<file path="config.mk">
export PLATFORM = sky130hd
export DESIGN_NAME = run_sequencer
export DESIGN_NICKNAME = d
export VERILOG_FILES = /design/src/rtl/run_sequencer_pkg.sv /design/src/rtl/run_result_buffer.sv /design/src/rtl/run_sequencer.sv
export SDC_FILE = /design/constraint.sdc
export NUM_CORES = 1
export LEC_CHECK = 0
export CAP_MARGIN = 15
export CORE_MARGIN = 2
export CORE_UTILIZATION = 55
export DETAILED_ROUTE_END_ITERATION = 7
export PLACE_DENSITY = 0.74
export SKIP_CTS_REPAIR_TIMING = 1
export SYNTH_ARGS = -nofsm -noshare
export SYNTH_HDL_FRONTEND = slang
export SYNTH_SLANG_ARGS = --single-unit
</file>
<file path="constraint.sdc">
create_clock -name clock -period 5.8 [get_ports clock]
set_clock_uncertainty 0.1 [all_clocks]
set_input_delay 1.16 -clock clock [delete_from_list [all_inputs] [get_ports clock]]
set_output_delay 1.16 -clock clock [all_outputs]
set_load 0.03 [all_outputs]
</file>
<file path="src/rtl/run_sequencer_pkg.sv">
// Shared definitions for the run sequencer: default sizing, FSM states and
// the per-run result record stored in the result buffer.
package run_sequencer_pkg;

  localparam int unsigned RS_RUNS       = 3;
  localparam int unsigned RS_CNT_BITS   = 16;
  localparam int unsigned RS_REQ_CYCLES = 2;
  localparam int unsigned RS_MAX_CYCLES = 4096;

  typedef enum logic [2:0] {
    IDLE,
    REQ,
    RUN,
    GAP,
    FIN
  } run_state_t;

  typedef struct packed {
    logic [RS_CNT_BITS-1:0] count;
    logic                   timedout;
  } run_result_t;

endpackage

</file>
<file path="src/rtl/run_result_buffer.sv">
// Small register array holding one record per run: synchronous write,
// asynchronous read, out-of-range read indices return zero.
module run_result_buffer #(
  parameter int unsigned DEPTH = 3,
  parameter int unsigned W     = 17,
  parameter int unsigned IDX_W = (DEPTH > 1) ? $clog2(DEPTH) : 1
) (
  input  logic             clock,
  input  logic             reset_n,
  input  logic             i_wr_en,
  input  logic [IDX_W-1:0] i_wr_idx,
  input  logic [W-1:0]     i_wr_data,
  input  logic [IDX_W-1:0] i_rd_idx,
  output logic [W-1:0]     o_rd_data
);

  logic [W-1:0] r_mem [DEPTH];

  always_ff @(posedge clock or negedge reset_n) begin
    if (!reset_n) begin
      for (int unsigned i = 0; i < DEPTH; i++) begin
        r_mem[i] <= '0;
      end
    end else if (i_wr_en && (32'(i_wr_idx) < DEPTH)) begin
      r_mem[i_wr_idx] <= i_wr_data;
    end
  end

  always_comb begin
    o_rd_data = '0;
    if (32'(i_rd_idx) < DEPTH) begin
      o_rd_data = r_mem[i_rd_idx];
    end
  end

endmodule

</file>
<file path="src/rtl/run_sequencer.sv">
// Host-side go/done controller for the core: issues RUNS req pulses, times
// each run against a watchdog and records the per-run cycle counts.
module run_sequencer
  import run_sequencer_pkg::*;
#(
  parameter int unsigned RUNS       = RS_RUNS,
  parameter int unsigned CNT_BITS   = RS_CNT_BITS,
  parameter int unsigned REQ_CYCLES = RS_REQ_CYCLES,
  parameter int unsigned MAX_CYCLES = RS_MAX_CYCLES
) (
  input  logic                      clock,
  input  logic                      reset_n,
  input  logic                      go,
  output logic                      req,
  input  logic                      ack,
  output logic                      busy,
  output logic                      done,
  output logic                      timeout,
  output logic [$clog2(RUNS):0]     run_idx,
  input  logic [$clog2(RUNS)-1:0]   rd_idx,
  output logic [CNT_BITS-1:0]       rd_count,
  output logic                      rd_timedout
);

  localparam int unsigned RUN_W = $clog2(RUNS) + 1;
  localparam int unsigned IDX_W = $clog2(RUNS);
  localparam int unsigned REQ_W = $clog2(REQ_CYCLES) + 1;
  localparam int unsigned RES_W = $bits(run_result_t);

  if (64'(MAX_CYCLES) >= (64'd1 << CNT_BITS)) begin : g_bad_max
    $error("run_sequencer: MAX_CYCLES must be below 2**CNT_BITS");
  end
  if (CNT_BITS != RS_CNT_BITS) begin : g_bad_width
    $error("run_sequencer: CNT_BITS must match the result record width");
  end
  if ((RUNS < 2) || (REQ_CYCLES < 1)) begin : g_bad_size
    $error("run_sequencer: RUNS must be >= 2 and REQ_CYCLES >= 1");
  end

  run_state_t          r_state;
  logic [REQ_W-1:0]    r_req_cnt;
  logic [CNT_BITS-1:0] r_cyc_cnt;
  logic [RUN_W-1:0]    r_run_idx;
  logic                r_req;
  logic                r_busy;
  logic                r_done;
  logic                r_timeout;

  logic                w_limit;
  logic                w_run_end;
  run_result_t         w_wr_data;
  run_result_t         w_rd_data;
  logic [RES_W-1:0]    w_rd_raw;

  // A run ends on ack or on the watchdog limit; ack wins when both coincide.
  assign w_limit   = (r_cyc_cnt == CNT_BITS'(MAX_CYCLES));
  assign w_run_end = (r_state == RUN) && (ack || w_limit);

  always_comb begin
    w_wr_data          = '0;
    w_wr_data.count    = r_cyc_cnt;
    w_wr_data.timedout = ~ack;
  end

  always_ff @(posedge clock or negedge reset_n) begin
    if (!reset_n) begin
      r_state   <= IDLE;
      r_req_cnt <= '0;
      r_cyc_cnt <= '0;
      r_run_idx <= '0;
      r_req     <= 1'b0;
      r_busy    <= 1'b0;
      r_done    <= 1'b0;
      r_timeout <= 1'b0;
    end else begin
      case (r_state)
        IDLE: begin
          if (go) begin
            r_state   <= REQ;
            r_run_idx <= '0;
            r_timeout <= 1'b0;
            r_req_cnt <= '0;
            r_req     <= 1'b1;
            r_busy    <= 1'b1;
          end
        end
        REQ: begin
          r_req_cnt <= r_req_cnt + REQ_W'(1);
          if (r_req_cnt == REQ_W'(REQ_CYCLES - 1)) begin
            r_state   <= RUN;
            r_req     <= 1'b0;
            r_cyc_cnt <= '0;
          end
        end
        RUN: begin
          if (w_run_end) begin
            r_state <= GAP;
            if (!ack) begin
              r_timeout <= 1'b1;
            end
          end else if (r_cyc_cnt != '1) begin
            r_cyc_cnt <= r_cyc_cnt + CNT_BITS'(1);
          end
        end
        GAP: begin
          r_run_idx <= r_run_idx + RUN_W'(1);
          if (r_run_idx == RUN_W'(RUNS - 1)) begin
            r_state <= FIN;
            r_done  <= 1'b1;
            r_busy  <= 1'b0;
          end else begin
            r_state   <= REQ;
            r_req_cnt <= '0;
            r_req     <= 1'b1;
          end
        end
        FIN: begin
          r_done  <= 1'b0;
          r_state <= IDLE;
        end
        default: begin
          r_state <= IDLE;
          r_req   <= 1'b0;
          r_busy  <= 1'b0;
          r_done  <= 1'b0;
        end
      endcase
    end
  end

  run_result_buffer #(
    .DEPTH (RUNS),
    .W     (RES_W),
    .IDX_W (IDX_W)
  ) u_result_buffer (
    .clock     (clock),
    .reset_n   (reset_n),
    .i_wr_en   (w_run_end),
    .i_wr_idx  (r_run_idx[IDX_W-1:0]),
    .i_wr_data (w_wr_data),
    .i_rd_idx  (rd_idx),
    .o_rd_data (w_rd_raw)
  );

  assign w_rd_data   = run_result_t'(w_rd_raw);
  assign rd_count    = w_rd_data.count;
  assign rd_timedout = w_rd_data.timedout;

  assign req     = r_req;
  assign busy    = r_busy;
  assign done    = r_done;
  assign timeout = r_timeout;
  assign run_idx = r_run_idx;

endmodule

</file>
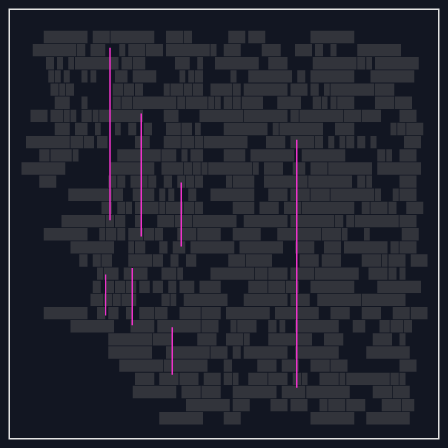
met4.png
Cells faint in the background.
The longest straight run is 51.0 um. The wires run mostly vertical. 5 nets have wire on it.

==> results.ini <==
[place]
dpl.hpwl_mm=5.34
placed_cell_area_sq_um=4240
gp_congestion=0.880

[global_route]
grt_overflow=0
busiest_layer=met1
grt_pass1_wl_mm=13.9
antenna_found_initial=0

[finish]
seq_area_sq_um=1980
antenna_cells=0
flops=79
buf_share_pct=6.82
sh_seq_area_pct=44.5
clkbuf_count=9
mostFrequentLayoutCells=dfrtp_1 (79), nand2_1 (43), mux2_1 (42)
n_fill_cell=551
clock_cell_area_share_pct=4.57
top_register=u_result_buffer.r_mem
logic_gate_count=259
final_nets=400
layout_top_cell=dfrtp_1
dominant_cells=registers
n_all_buffers=31
drive_gt1_share_pct=7.40
utilization_pct=64.6
logic_area_sq_um=1810

[yosys]
ys_top_logic_family=multiplexers
area_leaders=dfrtp_1 (50%), mux2_1 (12%), o21ai_0 (4.8%)
synth_area_per_cell_sq_um=10.6
ys_sh_aoi_pct=13.6
yosysUniqueCellTypes=49
xor_area_share_pct=0
ys_area_sq_um=3930
synth_seq_share_pct=50.3
synth_adder_area_share_pct=2.23
top_area_share_pct=50.3

[power]
total_power_uw=1480
power_density_nw_per_um2=333
power.leakage_uw=0.00205
clkPwrFrac_pct=28.7
ir_worst_vdd_uv=257
switchingPower_uw=518
p_sw_share_pct=35.0
p_seq_share_pct=46.2

[clock_network]
cts_tree=yes
clkSlewWorstSetupHoldPaths_ps=90
insertion_delay_ps=360
clock_sinks=79

[route]
dr_wl_met2_mm=3.59
top_layer_used=met4
num_vias=2908
wl_mm=8.15
drtIter0Drc=180
wl_met1_mm=4.05
dr_wl_met3_um=358
antenna_left=0
wl_per_cell_um=16.7

[die]
n_tap_cell=96
core_area_sq_um=6870
dieArea_sq_um=7840

[final_timing]
drv_slew=0
tightest_slew_ps=995
hold_slack_ps=390
setup-violations-final=0
fmax_mhz=215
slew_headroom_pct=33.5
finalHoldViolCount=0
tns_ps=0
rsz0062_at_grt=false

[setup_path]
critPathMaxFanout=12
end_kind=output port
start_kind=input pin
crit_required_ps=4540
crit_top_cell=clkdlybuf4s50_1
cpMaxStageDelayCell=clkdlybuf4s50_1

[outcome]
status=complete, no violations

[hold_path]
hold_class=register to register

[job]
warnings=30

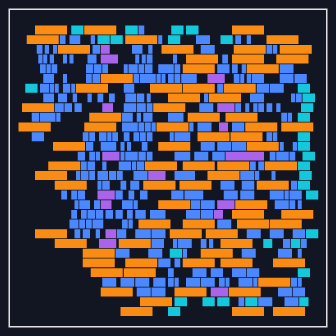
cell_classes.png
Blue shows all other logic, cells 266, share of their area 43%. Purple shows clock drivers and dummy loads, cells 16, share of their area 4.7%. Cyan shows other buffers and delay cells, cells 31, share of their area 7.0%. Orange shows flops, cells 79, share of their area 46%.

-- critical path: cells and delay by family --
family,cells,cell delay [ps]
buffers and inverters,3,1940
AND-OR/OR-AND,1,190
multiplexers,1,90
-- synthesized netlist by cell type (all sizes together) --
cell    instances
o22ai           1
or3b            2
inv             7
o22a            1
nand2          43
nor4            5
nor3b           1
ha              7
a31oi          10
nand2b          3
a21oi          11
and2            3
o211a           1
a211o           1
dfrtp          79
nand3b          1
o211ai          1
mux2i          18
nand3          12
o21a            1
or4             2
a41o            1
a211oi          1
a221oi          2
buf            15
mux2           42
o21ai          46
a41oi           3
nor4bb          1
nor2           18
clkbuf         10
o31ai           3
a21o            2
nor2b           3
nor4b           1
and3            2
nor3            2
nand4           5
o41ai           3
-- cell families (layout without fill, tap and decap cells) --
logic type      Yosys count  after routing
compound gates           88             88
fa+ha+maj                 7              7
buf+inv                  32             54
flops                    79             79
mux                      60             60
simple gates            104            104
-- worst paths after layout --
path                                          start                        end  slack, ps  cells past startpoint
max                                       rd_idx[1]               rd_count[10]       1160                      5
min                        u_result_buffer.r_mem[1]   u_result_buffer.r_mem[1]        390                      2
max reg2reg                              r_state[1]  u_result_buffer.r_mem[24]       2700                      4
min reg2reg                u_result_buffer.r_mem[1]   u_result_buffer.r_mem[1]        390                      2
max in group asynchronous                   reset_n                 r_state[1]       4100                      1
min in group asynchronous                   reset_n  u_result_buffer.r_mem[12]        850                      1
-- through the flow --
step	std cells	setup WS, ps
floorplan	370	1900
global placement	472	1160
detailed placement	472	1130
CTS	488	1120
global route	488	1050
finish	488	1160
-- power by group through the flow --
stage	clock (uW)	sequential, uW	combinational [uW]
after floorplan	0	699	240
after global placement	0	690	364
after detailed placement	0	695	371
after CTS	428	684	373
after global routing	452	695	415
final	425	684	371
Power figures rest on the tool's default switching activity, not on a simulated workload.
